### M1 wires

Supply wires on this layer in gray.
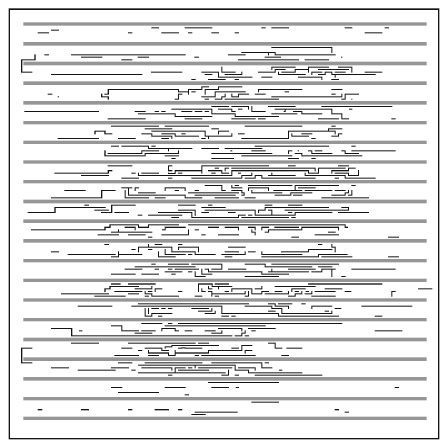
### Signal wires on met2

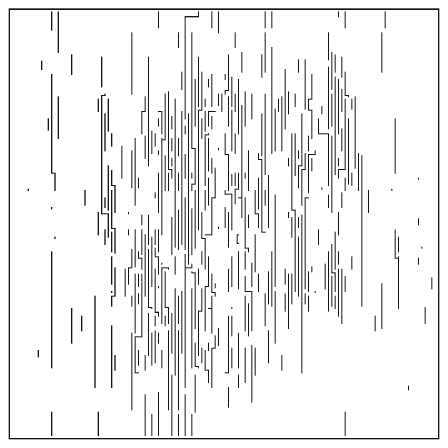
### Metal 3

Bar = 20 µm.
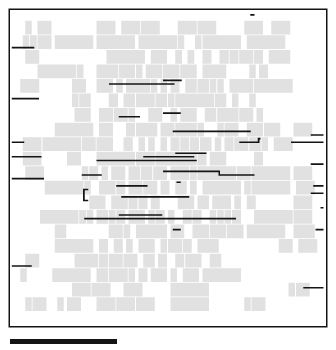
### Gate families picked out

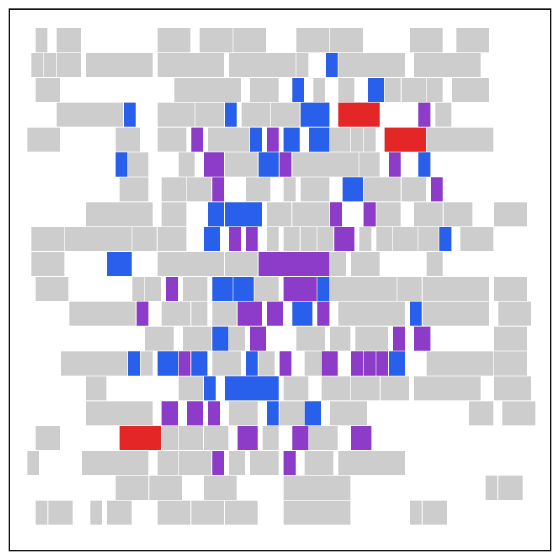
[src/rtl/vga_timing.sv]
// rtl/vga_timing.sv - VGA raster timing generator (hsync/vsync, active, x/y, strobes)
// Optional frame counter enabled by defining VGA_TIMING_FRAME_CNT_EN.
module vga_timing #(
  parameter int H_ACTIVE = 640,
  parameter int H_FP     = 16,
  parameter int H_SYNC   = 96,
  parameter int H_BP     = 48,
  parameter int V_ACTIVE = 480,
  parameter int V_FP     = 10,
  parameter int V_SYNC   = 2,
  parameter int V_BP     = 33,
  parameter int H_POL    = 0,
  parameter int V_POL    = 0
) (
  input  logic       clk_25,
  input  logic       rst,
  output logic       hsync,
  output logic       vsync,
  output logic       active,
  output logic [9:0] x,
  output logic [9:0] y,
  output logic       line_start,
  output logic       frame_start,
  output logic [7:0] frame_cnt
);

  localparam int H_TOTAL = H_ACTIVE + H_FP + H_SYNC + H_BP;
  localparam int V_TOTAL = V_ACTIVE + V_FP + V_SYNC + V_BP;

  localparam logic [9:0] H_LAST  = 10'(H_TOTAL - 1);
  localparam logic [9:0] V_LAST  = 10'(V_TOTAL - 1);
  localparam logic [9:0] H_ACT   = 10'(H_ACTIVE);
  localparam logic [9:0] V_ACT   = 10'(V_ACTIVE);
  localparam logic [9:0] HS_BEG  = 10'(H_ACTIVE + H_FP);
  localparam logic [9:0] HS_END  = 10'(H_ACTIVE + H_FP + H_SYNC);
  localparam logic [9:0] VS_BEG  = 10'(V_ACTIVE + V_FP);
  localparam logic [9:0] VS_END  = 10'(V_ACTIVE + V_FP + V_SYNC);
  localparam logic       HS_ON   = (H_POL != 0);
  localparam logic       VS_ON   = (V_POL != 0);

  logic [9:0] nx;
  logic [9:0] ny;
  logic       n_frame_start;

  // Outputs are registered from the next-state counters so every output
  // describes the same (x,y) in a given cycle.
  always_comb begin
    nx = x + 10'd1;
    ny = y;
    if (x == H_LAST) begin
      nx = '0;
      ny = (y == V_LAST) ? '0 : y + 10'd1;
    end
    n_frame_start = (nx == '0) && (ny == '0);
  end

  always_ff @(posedge clk_25) begin
    if (rst) begin
      x           <= H_LAST;
      y           <= V_LAST;
      active      <= 1'b0;
      hsync       <= ~HS_ON;
      vsync       <= ~VS_ON;
      line_start  <= 1'b0;
      frame_start <= 1'b0;
    end else begin
      x           <= nx;
      y           <= ny;
      active      <= (nx < H_ACT) && (ny < V_ACT);
      hsync       <= ((nx >= HS_BEG) && (nx < HS_END)) ? HS_ON : ~HS_ON;
      vsync       <= ((ny >= VS_BEG) && (ny < VS_END)) ? VS_ON : ~VS_ON;
      line_start  <= (nx == '0);
      frame_start <= n_frame_start;
    end
  end

`ifdef VGA_TIMING_FRAME_CNT_EN
  logic [7:0] fcnt_q;
  logic       first_seen;

  // The first frame start after reset is not a completed frame, so skip it.
  always_ff @(posedge clk_25) begin
    if (rst) begin
      fcnt_q     <= '0;
      first_seen <= 1'b0;
    end else if (n_frame_start) begin
      first_seen <= 1'b1;
      if (first_seen) fcnt_q <= fcnt_q + 8'd1;
    end
  end

  assign frame_cnt = fcnt_q;
`else
  assign frame_cnt = 8'd0;
`endif

endmodule

[config.mk]
export PLATFORM = sky130hd
export DESIGN_NAME = vga_timing
export DESIGN_NICKNAME = d
export VERILOG_FILES = /design/src/rtl/vga_timing.sv
export SDC_FILE = /design/constraint.sdc
export NUM_CORES = 1
export LEC_CHECK = 0
export CORE_MARGIN = 1.5
export CORE_UTILIZATION = 50
export DETAILED_ROUTE_END_ITERATION = 6
export GPL_TIMING_DRIVEN = 0
export HOLD_SLACK_MARGIN = 0.06
export PLACE_DENSITY = 0.89
export SLEW_MARGIN = 20
export SYNTH_ARGS = -nofsm -noshare
export SYNTH_HDL_FRONTEND = slang
export SYNTH_SLANG_ARGS = --single-unit
[constraint.sdc]
create_clock -name clk_25 -period 2.75 [get_ports clk_25]
set_clock_uncertainty 0.1 [all_clocks]
set_input_delay 0.55 -clock clk_25 [delete_from_list [all_inputs] [get_ports clk_25]]
set_output_delay 0.55 -clock clk_25 [all_outputs]
set_load 0.03 [all_outputs]
==> summary.txt <==
yosys + openroad results -> Reg-to-Reg Start=x[0], Routed Antenna Nets=0, Distinct lib cells used=51, First DRT Iteration DRCs=57, instance tally after logic synthesis=191, filler instances=264, number of warnings issued by yosys=0, largest stage delay on the critical path=0.51 ns, number of max-capacitance violations reported=0, element type at the critical path end=register, Largest cells by area=sky130_fd_sc_hd__dfxtp_1, sky130_fd_sc_hd__xnor2_1, sky130_fd_sc_hd__nand2_1, clock period minus worst slack=2.47 ns, total overflow reported by the global router=0, first drt pass iteration count=4, layout overhead on the synthesized area=23.5%, Yosys reg bits=25, worst r2r dst=vsync, r2r worst-path depth=8, Initial Util=51.9%, largest registers in the final layout=x: 10 flops, y: 10 flops, largest net degree at the start of global routing=15, final sum of negative setup slack=0 ns, placed cells=268, routed length on met3=197 µm, Logic pwr share=61.3%, post-layout period usage of the worst path=89.9%, critical path buffer and inverter count=1, Std-Cell Core Area=3030 µm², worst hold-check path type=register to register, wire length on met1=1.64 mm, worst hold slack across all endpoints=0.452 ns, critical path depth in cells=8, status=completed, most used logic cell in the final layout=sky130_fd_sc_hd__clkdlybuf4s50_1, post-CTS resize count=0, maximum vdd ir drop=0.000466 V, logic area=931 µm², total number of warnings across the stage logs=27, vias in the first global route=1203, initial antenna violation count=0, sequential-to-total area share from yosys stat=31.8%, part of the total power dissipated in sequential elements=29.3%, normalized max-slew margin=64.9%, TritonCTS buffer count=3, startpoint of the most critical setup path=x[0], number of setup violations in the final report=0, Synth Flop Type=sky130_fd_sc_hd__dfxtp_1, Finished Core Util=64.1%, final standard cell area without fillers=1940 µm², area of the die=3490 µm², height of the die=59.1 µm, Synth Area in XOR/XNOR=8.92%, global routing met1 resource utilization=29.7%, global-route wire length before repair=5.47 mm, Hold-fix buffers, CTS=0
Notes on 'M1 wires' above:
The layer holds 47% of the routed length. The wires run mostly horizontal. The layer carries 1640 µm of wire. The longest straight run is 22.5 µm. 204 nets have wire on it.

Notes on 'Signal wires on met2' above:
The layer carries 1600 µm of wire. The longest straight run is 21.8 µm. The layer holds 46% of the routed length.
global-route met2 utilization: 31.6%
total number of vias: 1471
total routed wirelength: 3.49 mm

Notes on 'Metal 3' above:
The layer carries 197 µm of wire. The layer holds 5.6% of the routed length. The wires run mostly horizontal.
met3 usage: 2.84%

Notes on 'Gate families picked out' above:
Key: nor cells = blue [cells 33]; nand cells = purple [cells 37]; fa/ha/maj cells = red [cells 3]

[area by class of cell]
class,count,share of cell area [%]
Buffer,20,7.61
Clock buffer,3,1.16
Clock inverter,1,0.258
Inverter,5,0.967
Multi-Input combinational cell,148,48.0
Sequential cell,25,25.8
Tap cell,44,2.84
Timing Repair Buffer,26,13.4
[power by group through the flow]
stage | Sequential [mW] | Combinational (mW) | Clock [mW]
CTS | 0.546 | 1.14 | 0.175
floorplan | 0.689 | 0.681 | 0
global route | 0.561 | 1.24 | 0.189
global placement | 0.552 | 1.11 | 0
finish | 0.547 | 1.15 | 0.177
detailed placement | 0.553 | 1.13 | 0
Power is estimated from default activity; no workload was simulated.
